`config.mk`:
```
export PLATFORM = sky130hd
export DESIGN_NAME = fib_seq_gen
export DESIGN_NICKNAME = d
export VERILOG_FILES = /design/src/rtl/fib_pkg.sv /design/src/rtl/fib_step.sv /design/src/rtl/fib_seq_gen.sv
export SDC_FILE = /design/constraint.sdc
export NUM_CORES = 1
export LEC_CHECK = 0
export CORE_MARGIN = 3
export CORE_UTILIZATION = 45
export CTS_CLUSTER_SIZE = 16
export DETAILED_ROUTE_END_ITERATION = 6
export GPL_TIMING_DRIVEN = 0
export PLACE_DENSITY = 0.77
export SKIP_CTS_REPAIR_TIMING = 1
export SLEW_MARGIN = 10
export SYNTH_ARGS = -nofsm -noshare
export SYNTH_HDL_FRONTEND = slang
export SYNTH_HIERARCHICAL = 1
export SYNTH_SLANG_ARGS = --single-unit
```
`constraint.sdc`:
```
create_clock -name clk -period 2.42 [get_ports clk]
set_input_delay 0.242 -clock clk [delete_from_list [all_inputs] [get_ports clk]]
set_output_delay 0.242 -clock clk [all_outputs]
set_load 0.05 [all_outputs]
```
`src/rtl/fib_pkg.sv`:
```
// Shared types and arithmetic for the Fibonacci stream source.
// The FSM state encoding is fixed so that waveforms and debug taps stay stable.
package fib_pkg;

  typedef enum logic [1:0] {
    ST_RUN  = 2'b00,
    ST_LAST = 2'b01,
    ST_DONE = 2'b10
  } fsm_e;

  localparam bit MODE_WRAP = 1'b1;
  localparam bit MODE_STOP = 1'b0;

  // Widest supported element; callers zero-extend into this and slice back out.
  localparam int SUM_MAX_W = 64;

  function automatic logic [SUM_MAX_W:0] fib_sum(input logic [SUM_MAX_W-1:0] a,
                                                 input logic [SUM_MAX_W-1:0] b);
    return {1'b0, a} + {1'b0, b};
  endfunction

endpackage

```
`src/rtl/fib_step.sv`:
```
// One Fibonacci step, purely combinational: next_a = b, next_b = a + b.
// In stop mode an overflowing sum leaves b untouched so the last element repeats cleanly.
module fib_step
  import fib_pkg::*;
#(
  parameter int WIDTH = 8,
  parameter bit WRAP  = MODE_WRAP
) (
  input  logic [WIDTH-1:0] i_a,
  input  logic [WIDTH-1:0] i_b,
  output logic [WIDTH-1:0] o_next_a,
  output logic [WIDTH-1:0] o_next_b,
  output logic             o_carry
);

  logic [SUM_MAX_W:0] w_sum;

  assign w_sum = fib_sum(SUM_MAX_W'(i_a), SUM_MAX_W'(i_b));

  // Bits above WIDTH are zero except the carry; reducing them keeps every sum bit live.
  assign o_carry  = |w_sum[SUM_MAX_W:WIDTH];
  assign o_next_a = i_b;
  assign o_next_b = (WRAP || !o_carry) ? w_sum[WIDTH-1:0] : i_b;

endmodule

```
`src/rtl/fib_seq_gen.sv`:
```
// Fibonacci valid/ready stream source with loadable seeds, wrap/stop overflow modes and an index.
// Element is presented the first cycle en=1 after reset/load; advances one per fire, held under backpressure.
module fib_seq_gen
  import fib_pkg::*;
#(
  parameter int             WIDTH = 8,
  parameter int             CNT_W = 16,
  parameter logic [WIDTH-1:0] SEED0 = '0,
  parameter logic [WIDTH-1:0] SEED1 = WIDTH'(1),
  parameter bit             WRAP  = MODE_WRAP
) (
  input  logic             clk,
  input  logic             rst,
  input  logic             i_load,
  input  logic [WIDTH-1:0] i_seed_a,
  input  logic [WIDTH-1:0] i_seed_b,
  input  logic             i_en,
  output logic             o_out_valid,
  input  logic             i_out_ready,
  output logic [WIDTH-1:0] o_out_data,
  output logic [CNT_W-1:0] o_out_idx,
  output logic             o_ovf,
  output logic             o_done
);

  fsm_e             r_fsm;
  logic [WIDTH-1:0] r_a;
  logic [WIDTH-1:0] r_b;
  logic [CNT_W-1:0] r_idx;
  logic             r_ovf;
  logic             r_done;

  logic [WIDTH-1:0] w_next_a;
  logic [WIDTH-1:0] w_next_b;
  logic             w_carry;
  logic             w_fire;

  fib_step #(
    .WIDTH (WIDTH),
    .WRAP  (WRAP)
  ) u_step (
    .i_a      (r_a),
    .i_b      (r_b),
    .o_next_a (w_next_a),
    .o_next_b (w_next_b),
    .o_carry  (w_carry)
  );

  // Load suppresses valid so the element on the bus in that cycle is neither consumed nor lost.
  assign o_out_valid = i_en & ~i_load & ~rst & ((r_fsm == ST_RUN) | (r_fsm == ST_LAST));
  assign w_fire      = o_out_valid & i_out_ready;

  always_ff @(posedge clk or posedge rst) begin
    if (rst) begin
      r_a    <= SEED0;
      r_b    <= SEED1;
      r_idx  <= '0;
      r_ovf  <= 1'b0;
      r_done <= 1'b0;
      r_fsm  <= ST_RUN;
    end else if (i_load) begin
      r_a    <= i_seed_a;
      r_b    <= i_seed_b;
      r_idx  <= '0;
      r_ovf  <= 1'b0;
      r_done <= 1'b0;
      r_fsm  <= ST_RUN;
    end else if (w_fire) begin
      case (r_fsm)
        ST_RUN: begin
          r_a   <= w_next_a;
          r_b   <= w_next_b;
          r_idx <= r_idx + CNT_W'(1);
          if (w_carry) r_ovf <= 1'b1;
          if (!WRAP && w_carry) r_fsm <= ST_LAST;
        end
        ST_LAST: begin
          r_fsm  <= ST_DONE;
          r_done <= 1'b1;
        end
        default: ;
      endcase
    end
  end

  assign o_out_data = r_a;
  assign o_out_idx  = r_idx;
  assign o_ovf      = r_ovf;
  assign o_done     = r_done;

endmodule
```
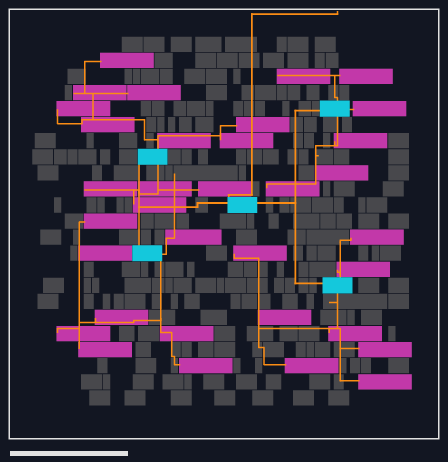
Run 1: clock network drawn from the DEF
Scale bar: 20 µm.
[magenta] flip-flops | count: 34
[orange] clock wires | length: 437 µm
[cyan] clock-net drivers | count: 5
flops lie	all over the die

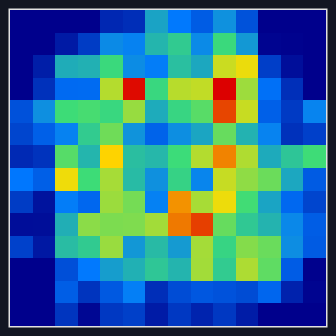
Run 1: wiring heat map
14 x 14 tiles, from dark blue (low) to red (high), scaled to the fullest tile. Values are wire area over tile area, all layers added.
nearly empty tiles	14%
densest ninth of the die	centre
fullest tile	0.44

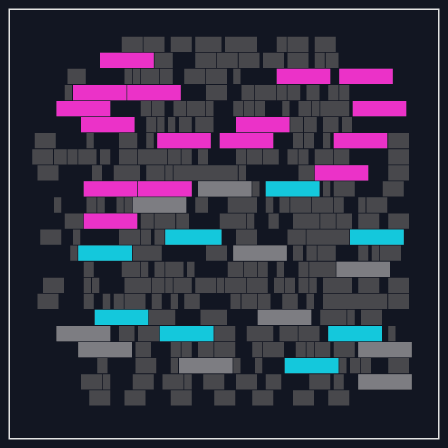
Run 1: where the registers sit
Other sequential cells in the stronger grey, the rest of the logic in the fainter grey.
colour	name in the netlist	sequential cells
cyan	r_b	8
magenta	o_out_idx	16

run 1: area by class of cell:
class,instances,area (µm²)
buffer,17,97.6
clock buffer,5,68.8
clock inverter,3,68.8
fill,368,1470
inverter,5,18.8
multi-input combinational,154,1020
sequential,34,852
tap,50,62.6
timing repair buffer,46,463
run 1: worst min-delay path, delay by kind of cell:
kind                   cells  cell delay (ns)
AOI/OAI and AO/OA          1             0.06
and+or+nand+nor            1             0.13
buffers and inverters      1             0.17
run 1: routing by layer:
layer / part of all wire (%) / up-vias
li1: - / 843
met1: 48 / 800
met2: 46 / 41
met3: 5.5 / 5
met4: 1.3 / 0
met5: 0 / -
run 1: per-stage QoR:
step	total power, µW	cell area, µm²	cells	utilization (%)
6_report	1620	2650	314	64.4
5_1_grt	1700	2650	314	64.4
4_1_cts	1630	2650	314	64.3
3_5_place_dp	994	2510	306	61.0
3_3_place_gp	985	2510	306	61.0
2_1_floorplan	885	1990	210	-
run 1: worst paths after layout:
check                                            end  slack [ns]  cells past startpoint                 startpoint
setup / recovery                         o_out_valid        0.28                      4                     i_load
hold / removal              o_out_idx[1]$_DFFE_PP0P_        0.35                      3                i_out_ready
setup reg to reg                   o_ovf$_DFFE_PP0P_        0.43                      8  o_out_data[0]$_DFFE_PP0P_
hold reg to reg                    o_ovf$_DFFE_PP0P_        0.51                      2          o_ovf$_DFFE_PP0P_
max in group asynchronous  o_out_idx[13]$_DFFE_PP0P_        1.52                      2                        rst
min in group asynchronous   o_out_idx[7]$_DFFE_PP0P_        0.43                      2                        rst
run 1: sequential cells by signal (all words and copies together), names as in the netlist:
name        flops
o_out_idx      16
o_out_data      8
r_b             8
o_ovf           1
r_fsm           1
run 1: power breakdown:
part	leakage (µW)	internal [µW]	switching [µW]
Clock	0.0000683	413	220
Combinational	0.000730	162	201
Sequential	0.000444	597	26.6
run 1: cells in the final DEF (no fill, tap or decap), types with 2 or more instances in the layout:
| cell type | instances |
|---|---|
| xnor2_1 | 2 |
| a311o_1 | 2 |
| buf_2 | 3 |
| o21ai_0 | 15 |
| clkdlybuf4s50_1 | 45 |
| a21o_1 | 2 |
| nor2b_1 | 4 |
| clkbuf_1 | 6 |
| ha_1 | 9 |
| nand3_1 | 8 |
| o31ai_1 | 3 |
| mux2i_1 | 17 |
| a21oi_1 | 13 |
| dfrtp_1 | 33 |
| inv_1 | 3 |
| and3_1 | 3 |
| o21ai_1 | 8 |
| clkbuf_8 | 5 |
| xor2_1 | 9 |
| or4_1 | 2 |
| nor2_1 | 10 |
| buf_4 | 8 |
| bufinv_16 | 2 |
| nor3_1 | 2 |
| nand4_1 | 4 |
| and4_1 | 3 |
| or3_1 | 5 |
| inv_2 | 2 |
| nand2_1 | 25 |
run 1: cells by family (layout without fill, tap and decap cells):
family,Yosys count,in the layout
adder cells (fa/ha/maj),10,10
flip-flops,34,34
AND/OR/NAND/NOR,69,69
AND-OR/OR-AND,47,47
XOR/XNOR,11,11
multiplexers,17,17
buffers and inverters,22,76
==> results.py, run 1 <==
# Metrics from the implementation run
metrics = {
    "detailed_routing": {
        "drtIter0Drc": 123,
        "via_count": 1689,
        "wire_per_inst_um": 14.7,
        "drtAntennaViolNets": 0,
        "firstDrtPassIters": 4,
        "drc": 0,
        "drt_wl_total_mm": 4.63,
        "via_per_inst": 5.38,
    },
    "yosys": {
        "top_cells_by_area": "dfrtp_1 (42%), mux2i_1 (8.6%), ha_1 (5.7%)",
        "ys_area_mm2": 0.00199,
        "netlist_area_mm2": 0.00199,
        "yosysTopAreaCellShare_pct": 41.6,
        "yosys.area.top_type": "dfrtp_1",
        "ys_warn_count": 6,
        "yosys.area_share.simple_pct": 17.6,
        "synthAoiAreaFrac_pct": 13.5,
        "synth-xor-area-share_pct": 4.85,
        "top_cells_by_count": "dfrtp_1 (33), nand2_1 (25), mux2i_1 (17), o21ai_0 (15), a21oi_1 (13)",
        "edf_count": 0,
        "synthDistinctLibCells": 35,
        "netlist_logic_family_top": "simple AND/OR/NAND/NOR gates",
        "ys_cells": 210,
        "synth_nets": 241,
        "ys_seq_share_pct": 42.9,
        "yosysMostFrequentCell": "dfrtp_1",
        "synth.avg_cell_area_um2": 9.46,
        "ys_ff": 34,
        "mux_share_pct": 8.56,
        "ff_type": "dfrtp_1",
        "async_flop_share_pct": 100,
        "synth_adder_area_share_pct": 6.68,
        "netlist_instances": 210,
    },
    "die": {
        "pin_count": 48,
        "rows": 23,
        "core_area_mm2": 0.00412,
        "die_h_um": 72.5,
        "die_w_um": 72.5,
        "fp_util_pct": 48.3,
        "chip_area_mm2": 0.00525,
    },
    "global_route": {
        "antenna_found_initial": 0,
        "grt_busiest_layer": "met2",
        "use_met1_pct": 25.8,
        "use_met2_pct": 30.3,
        "track_usage_pct": 19.1,
        "grt_start_max_net_pins": 35,
        "grt_pass1_wl_mm": 7.87,
        "grt_overflow_total": 0,
        "globalRouteMet3Util_pct": 3.74,
        "grt_pass1_vias": 1713,
    },
    "clocking": {
        "clkTransAtPathRegs_ns": 0.07,
        "cts_buffers": 5,
        "insertion_delay_ns": 0.29,
        "cts_tree": "yes",
        "cts_root_buf": "clkbuf_8",
        "clock-sinks": 34,
        "cts_max_level": 2,
        "clockBufferDepth": 2,
    },
    "worst_setup_path": {
        "path_cells": "clkdlybuf4s50_1, nor4b_2, buf_2, dlymetal6s2s_1",
        "critPathArrivalTime_ns": 1.90,
        "critPathKind": "in2out",
        "cpMaxStageDelayCell": "clkdlybuf4s50_1",
        "critPathBufInv": 3,
        "critPathTopFamily": "buffers and inverters",
        "crit_required_ns": 2.18,
        "path_max_fanout": 10,
        "crit_path_start_kind": "primary input",
        "cpPeakStageDelay_ns": 0.53,
        "endpoint_kind": "primary output",
    },
    "final_layout": {
        "synthToLayoutAreaGrowth_pct": 33.4,
        "drive_gt1_share_pct": 9.09,
        "antenna_cells": 0,
        "fin_nets": 294,
    },
    "place": {
        "place_ws_ns": -0.126,
        "dpl.hpwl_mm": 3.27,
        "finalWeightedCongestion": 0.834,
        "portBuffers": 46,
    },
    "final_timing": {
        "rsz0062_at_grt": "false",
        "worstMarginPinSlew_ns": 0.717,
        "relSlewSlack_pct": 52.1,
        "hold_viol": 0,
        "fin_hold_ws_ns": 0.347,
        "clock_skew_ns": 0.00873,
        "layout_setup_ws_ns": 0.282,
        "max_freq_ghz": 0.468,
        "fin_tns_setup_ns": 0,
        "setup_viol": 0,
        "slew_viol_final": 0,
        "period_used_pct": 88.3,
        "period_needed_ns": 2.14,
    },
    "min_path": {
        "min_path_type": "in2reg",
    },
    "job": {
        "log.warning_count": 26,
        "cap_violations": 0,
    },
    "pwr": {
        "power.density_mw_per_mm2": 611,
        "power.leakage_uw": 0.00124,
        "peakVddDrop_mv": 0.302,
    },
    "run_status": {
        "status": "finished clean",
    },
}
==> inputs of run 2 (changes only) <==
- CAP_MARGIN: unset -> 30
==> run 2 against run 1 <==
Clock skew unchanged. Largest power group unchanged. Highest routed layer unchanged. Clock-buffer cell count did not move. Clock power barely moved. Final cell count is the same. First-iteration DRC count did not move. Synthesized cell count stayed put. Global-route usage unchanged. Non-clock buffer count stayed put. Critical path depth is the same.
==> results.py, run 2 <==
# Metrics from the implementation run
metrics = {
    "yosys": {
        "yosysTopAreaCellShare_pct": 41.6,
        "synth_nets": 241,
        "synth_adder_area_share_pct": 6.68,
        "yosys.area_share.simple_pct": 17.6,
        "mux_share_pct": 8.56,
        "synthDistinctLibCells": 35,
        "ys_cells": 210,
        "netlist_logic_family_top": "simple AND/OR/NAND/NOR gates",
        "top_cells_by_area": "dfrtp_1 (42%), mux2i_1 (8.6%), ha_1 (5.7%)",
        "ys_warn_count": 6,
        "ys_ff": 34,
        "yosysMostFrequentCell": "dfrtp_1",
        "edf_count": 0,
        "synth-xor-area-share_pct": 4.85,
        "ff_type": "dfrtp_1",
        "synthAoiAreaFrac_pct": 13.5,
        "ys_seq_share_pct": 42.9,
        "yosys.area.top_type": "dfrtp_1",
        "netlist_instances": 210,
        "async_flop_share_pct": 100,
        "ys_area_mm2": 0.00199,
        "top_cells_by_count": "dfrtp_1 (33), nand2_1 (25), mux2i_1 (17), o21ai_0 (15), a21oi_1 (13)",
        "netlist_area_mm2": 0.00199,
        "synth.avg_cell_area_um2": 9.46,
    },
    "worst_setup_path": {
        "reg2reg_to": "o_ovf$_DFFE_PP0P_",
        "path_cells": "clkdlybuf4s50_1, nor4b_2, buf_2, dlymetal6s2s_1",
        "crit_required_ns": 2.18,
        "critPathArrivalTime_ns": 1.90,
        "path_max_fanout": 10,
        "endpoint_kind": "primary output",
        "rr_worst_depth": 8,
        "critPathBufInv": 3,
        "rrSetupSlack_ns": 0.43,
        "cpPeakStageDelay_ns": 0.53,
        "critPathTopFamily": "buffers and inverters",
        "r2r-start": "o_out_data[0]$_DFFE_PP0P_",
        "cpMaxStageDelayCell": "clkdlybuf4s50_1",
        "crit_path_start_kind": "primary input",
        "critPathKind": "in2out",
    },
    "final_layout": {
        "fill_cells": 368,
        "drive_gt1_share_pct": 9.09,
        "final_cell_mix": "clkdlybuf4s50_1 (45), dfrtp_1 (33), nand2_1 (25)",
        "fin_nets": 294,
        "layout_top_cell": "clkdlybuf4s50_1",
        "largest_register_ffs": 16,
        "antenna_cells": 0,
        "synthToLayoutAreaGrowth_pct": 33.4,
        "stdcell_area_mm2": 0.00265,
        "post-route-util_pct": 64.4,
        "finalNonFillerCells": 314,
    },
    "final_timing": {
        "relSlewSlack_pct": 52.1,
        "fin_hold_ws_ns": 0.347,
        "worstMarginPinSlew_ns": 0.717,
        "max_freq_ghz": 0.468,
        "period_needed_ns": 2.14,
        "period_used_pct": 88.3,
        "slew_viol_final": 0,
        "clock_skew_ns": 0.00873,
        "rsz0062_at_grt": "false",
        "setup_viol": 0,
        "fin_tns_setup_ns": 0,
        "hold_viol": 0,
    },
    "die": {
        "pin_count": 48,
        "fp_util_pct": 48.3,
        "die_w_um": 72.5,
        "rows": 23,
        "die_h_um": 72.5,
        "core_area_mm2": 0.00412,
        "chip_area_mm2": 0.00525,
    },
    "detailed_routing": {
        "drtAntennaViolNets": 0,
        "drtIter0Drc": 123,
        "via_per_inst": 5.38,
        "wire_per_inst_um": 14.7,
        "drt_wl_total_mm": 4.63,
        "via_count": 1689,
        "drc": 0,
        "firstDrtPassIters": 4,
    },
    "clocking": {
        "cts_tree": "yes",
        "clkTransAtPathRegs_ns": 0.07,
        "insertion_delay_ns": 0.29,
        "cts_root_buf": "clkbuf_8",
        "clockBufferDepth": 2,
        "clock-sinks": 34,
        "cts_max_level": 2,
        "cts_buffers": 5,
    },
    "min_path": {
        "min_path_type": "in2reg",
        "worstHoldStart": "i_out_ready",
        "min_to": "o_out_idx[1]$_DFFE_PP0P_",
        "whs_path_depth": 3,
    },
    "global_route": {
        "antenna_found_initial": 0,
        "grt_pass1_vias": 1713,
        "grt_busiest_layer": "met2",
        "use_met2_pct": 30.3,
        "grt_start_max_net_pins": 35,
        "track_usage_pct": 19.1,
        "grt_overflow_total": 0,
        "globalRouteMet3Util_pct": 3.74,
        "grt_pass1_wl_mm": 7.87,
        "use_met1_pct": 25.8,
    },
    "run_status": {
        "status": "finished clean",
    },
    "job": {
        "log.warning_count": 26,
        "cap_violations": 0,
    },
    "place": {
        "dpl.hpwl_mm": 3.27,
        "dpl_cell_area_mm2": 0.00251,
        "placed_cells": 306,
        "finalWeightedCongestion": 0.834,
        "portBuffers": 46,
    },
    "pwr": {
        "power.leakage_uw": 0.00124,
        "peakVddDrop_mv": 0.302,
        "power.density_mw_per_mm2": 611,
    },
}
## run 2: worst max path at each step
stage,start,endpoint,slack [ns],cells past startpoint
global placement,i_load,o_out_valid,-0.10,4
detailed placement,i_load,o_out_valid,-0.13,4
global route,i_load,r_b[6]$_DFFE_PP0P_,0.14,7
floorplan,r_fsm[1]$_DFFE_PP0P_,o_out_data[1]$_DFFE_PP0P_,0.36,6
finish,i_load,o_out_valid,0.28,4
CTS,i_load,o_out_valid,-0.13,4
## run 2: per-layer routing
metal / part of all wire [%] / wire length (µm)
met5: 0 / 0
met4: 1.3 / 59
met3: 5.5 / 255
met2: 46 / 2110
met1: 48 / 2200
## run 2: stage by stage
| step | power, µW | setup WS, ns |
|---|---|---|
| 2_1_floorplan | 885 | 0.357 |
| 6_report | 1620 | 0.282 |
| 4_1_cts | 1630 | -0.134 |
| 5_1_grt | 1700 | 0.141 |
| 3_3_place_gp | 985 | -0.102 |
| 3_5_place_dp | 994 | -0.126 |
## run 2: worst reg2reg max path: stages, from the launching register on
cell and delay (ns):
dfrtp_1 0.41, ha_1 0.25, fa_1 0.40, a21oi_1 0.21, nor2_1 0.07, nor2_1 0.17
o21ai_0 0.12, a31oi_1 0.18, nor2_1 0.05
## run 2: area by class of cell
type | instances | area (µm²) | share of cell area (%)
repair buffers | 46 | 463 | 17.5
multi-input cells | 154 | 1020 | 38.4
clock inverters | 3 | 68.8 | 2.60
flip-flops and latches | 34 | 852 | 32.2
plain buffers | 17 | 97.6 | 3.68
well taps | 50 | 62.6 | 2.36
inverters | 5 | 18.8 | 0.708
clock buffers | 5 | 68.8 | 2.60
## run 2: power breakdown
group | switching [µW] | internal (µW)
logic | 201 | 162
registers | 26.6 | 597
clock network | 220 | 413
total | 447 | 1170
## run 2: kinds of logic (layout without fill, tap and decap cells)
logic type               count (synthesis)  count (layout)
AND-OR/OR-AND                           47              47
multiplexers                            17              17
adder cells (fa/ha/maj)                 10              10
flip-flops                              34              34
XOR/XNOR                                11              11
AND/OR/NAND/NOR                         69              69
buffers and inverters                   22              76
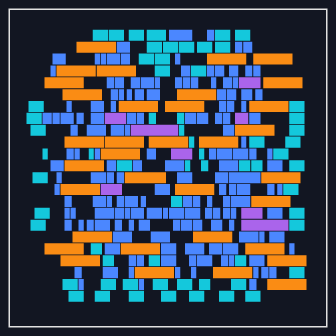
Run 2: placed cells, one colour a class
colour	class	cells
cyan	remaining buffers and delay cells	63
orange	registers	34
blue	remaining logic cells	159
purple	clock drivers and dummy loads	8

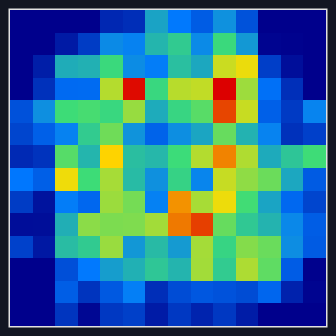
Run 2: wiring heat map
14 x 14 tiles, from dark blue (low) to red (high), scaled to the fullest tile. Values are wire area over tile area, all layers added.
densest ninth of the die	centre
nearly empty tiles	14%
fullest tile	0.44
mean over tiles	0.14
tiles over half the peak	25%

==> inputs of run 3 (changes only) <==
- CTS_CLUSTER_SIZE: 16 -> 8
- GPL_ROUTABILITY_DRIVEN: unset -> 0
==> run 3 against run 2 <==
Clock-buffer cell count unchanged. Synthesized cell count unchanged. Routed wire length unchanged. Global-route usage unchanged. Largest cell class unchanged.
==> results.py, run 3 <==
# Metrics from the implementation run
metrics = {
    "detailed_routing": {
        "via_per_inst": 5.38,
        "drtAntennaViolNets": 0,
        "wire_per_inst_um": 14.7,
        "drc": 0,
        "drt_wl_total_mm": 4.63,
    },
    "yosys": {
        "synthDistinctLibCells": 35,
        "synth_nets": 241,
        "ys_ff": 34,
        "ys_warn_count": 6,
        "edf_count": 0,
        "top_cells_by_count": "dfrtp_1 (33), nand2_1 (25), mux2i_1 (17), o21ai_0 (15), a21oi_1 (13)",
        "ys_area_mm2": 0.00199,
        "ys_cells": 210,
        "netlist_instances": 210,
        "yosysTopAreaCellShare_pct": 41.6,
        "ys_seq_share_pct": 42.9,
        "async_flop_share_pct": 100,
        "top_cells_by_area": "dfrtp_1 (42%), mux2i_1 (8.6%), ha_1 (5.7%)",
        "synth.avg_cell_area_um2": 9.46,
    },
    "die": {
        "die_w_um": 72.5,
        "rows": 23,
    },
    "final_timing": {
        "setup_viol": 0,
        "slew_viol_final": 0,
        "period_needed_ns": 2.14,
        "hold_viol": 0,
    },
    "clocking": {
        "cts_tree": "yes",
        "cts_root_buf": "clkbuf_8",
        "cts_max_level": 2,
    },
    "final_layout": {
        "final_cell_mix": "clkdlybuf4s50_1 (45), dfrtp_1 (33), nand2_1 (25)",
        "layout_top_cell": "clkdlybuf4s50_1",
        "largest_register_ffs": 16,
        "finalNonFillerCells": 314,
        "fin_nets": 294,
    },
    "worst_setup_path": {
        "path_cells": "clkdlybuf4s50_1, nor4b_2, buf_2, dlymetal6s2s_1",
        "rrSetupSlack_ns": 0.43,
        "path_max_fanout": 10,
        "endpoint_kind": "primary output",
        "cpMaxStageDelayCell": "clkdlybuf4s50_1",
        "critPathTopFamily": "buffers and inverters",
        "crit_required_ns": 2.18,
        "crit_path_start_kind": "primary input",
        "critPathBufInv": 3,
        "cpPeakStageDelay_ns": 0.53,
    },
    "place": {
        "portBuffers": 46,
        "dpl.hpwl_mm": 3.27,
        "placed_cells": 306,
    },
    "run_status": {
        "status": "finished clean",
    },
    "global_route": {
        "grt_pass1_wl_mm": 7.87,
        "grt_pass1_vias": 1713,
        "antenna_found_initial": 0,
        "grt_start_max_net_pins": 35,
        "track_usage_pct": 19.1,
        "grt_overflow_total": 0,
    },
    "pwr": {
        "power_uw": 1620,
        "peakVddDrop_mv": 0.302,
    },
    "job": {
        "cap_violations": 0,
    },
    "min_path": {
        "whs_path_depth": 3,
        "worstHoldStart": "i_out_ready",
        "min_to": "o_out_idx[1]$_DFFE_PP0P_",
        "min_path_type": "in2reg",
    },
}
## run 3: area by class of cell
class | instances | area (µm²)
Clock inverter | 3 | 68.8
Multi-Input combinational cell | 154 | 1020
Buffer | 17 | 97.6
Clock buffer | 5 | 68.8
Sequential cell | 34 | 852
Fill cell | 368 | 1470
Inverter | 5 | 18.8
Tap cell | 50 | 62.6
Timing Repair Buffer | 46 | 463
## run 3: cells by family after synthesis
logic type	after synthesis	synth area share (%)
flip-flops	34	42.9
adder cells (fa/ha/maj)	10	6.68
XOR/XNOR	11	4.85
multiplexers	17	8.56
AND/OR/NAND/NOR	69	17.6
buffers and inverters	22	5.86
AND-OR/OR-AND	47	13.5
## run 3: worst reg2reg max path: cells and delay by family (launching register included)
| family | cells | cell delay, ns |
|---|---|---|
| and+or+nand+nor | 3 | 0.29 |
| adders and majority gates | 2 | 0.65 |
| DFF | 1 | 0.41 |
| AOI/OAI and AO/OA | 3 | 0.51 |
## run 3: routing by layer
metal  GRT usage (%)  vias to the layer above  routed length, µm
li1                -                      843                  -
met1            25.8                      800               2200
met2            30.3                       41               2110
met3            3.74                        5                255
met4            7.17                        0                 59
met5               0                        -                  0
## run 3: worst max-delay path by stage
| stage | slack, ns | startpoint | endpoint |
|---|---|---|---|
| 6_report | 0.28 | i_load | o_out_valid |
| 5_1_grt | 0.14 | i_load | r_b[6]$_DFFE_PP0P_ |
| 4_1_cts | -0.13 | i_load | o_out_valid |
| 3_5_place_dp | -0.13 | i_load | o_out_valid |
| 3_3_place_gp | -0.10 | i_load | o_out_valid |
| 2_1_floorplan | 0.36 | r_fsm[1]$_DFFE_PP0P_ | o_out_data[1]$_DFFE_PP0P_ |
## run 3: report_power, final
| part | switching [µW] | leakage (µW) | total, µW | internal, µW |
|---|---|---|---|---|
| logic | 201 | 0.000730 | 363 | 162 |
| registers | 26.6 | 0.000444 | 624 | 597 |
| clock network | 220 | 0.0000683 | 632 | 413 |
| total | 447 | 0.00124 | 1620 | 1170 |
## run 3: stage by stage
| step | instance area (µm²) | utilization (%) | setup slack [ns] | hold slack, ns |
|---|---|---|---|---|
| finish | 2650 | 64.4 | 0.282 | 0.347 |
| floorplan | 1990 | - | 0.357 | 0.358 |
| global placement | 2510 | 61.0 | -0.102 | 0.481 |
| global route | 2650 | 64.4 | 0.141 | 0.398 |
| CTS | 2650 | 64.3 | -0.134 | 0.338 |
| detailed placement | 2510 | 61.0 | -0.126 | 0.485 |
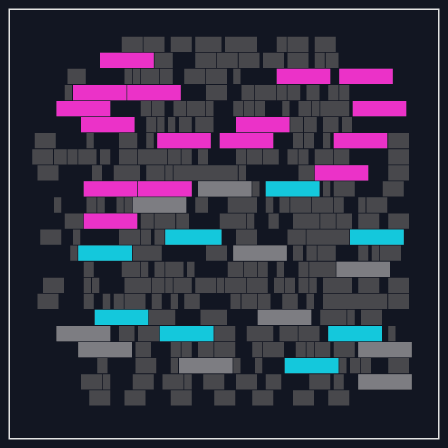
Run 3: where the registers sit
Other sequential cells in the stronger grey, the rest of the logic in the fainter grey.
colour	name in the netlist	sequential cells
magenta	o_out_idx	16
cyan	r_b	8
not coloured	10

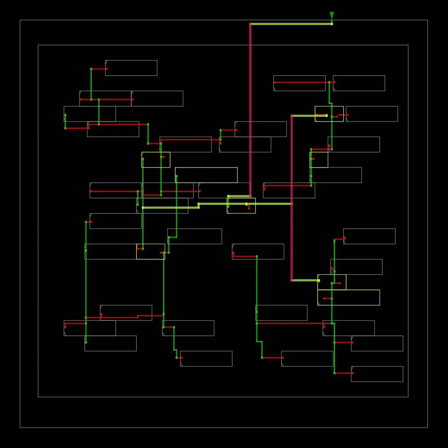
Run 3: the clock network
CTS buffer count: 5
clock skew: 0.00873 ns
clk sinks: 34
clk latency late pin: 0.29 ns
clock-net power: 632 µW

Power and IR drop assume default switching activity.
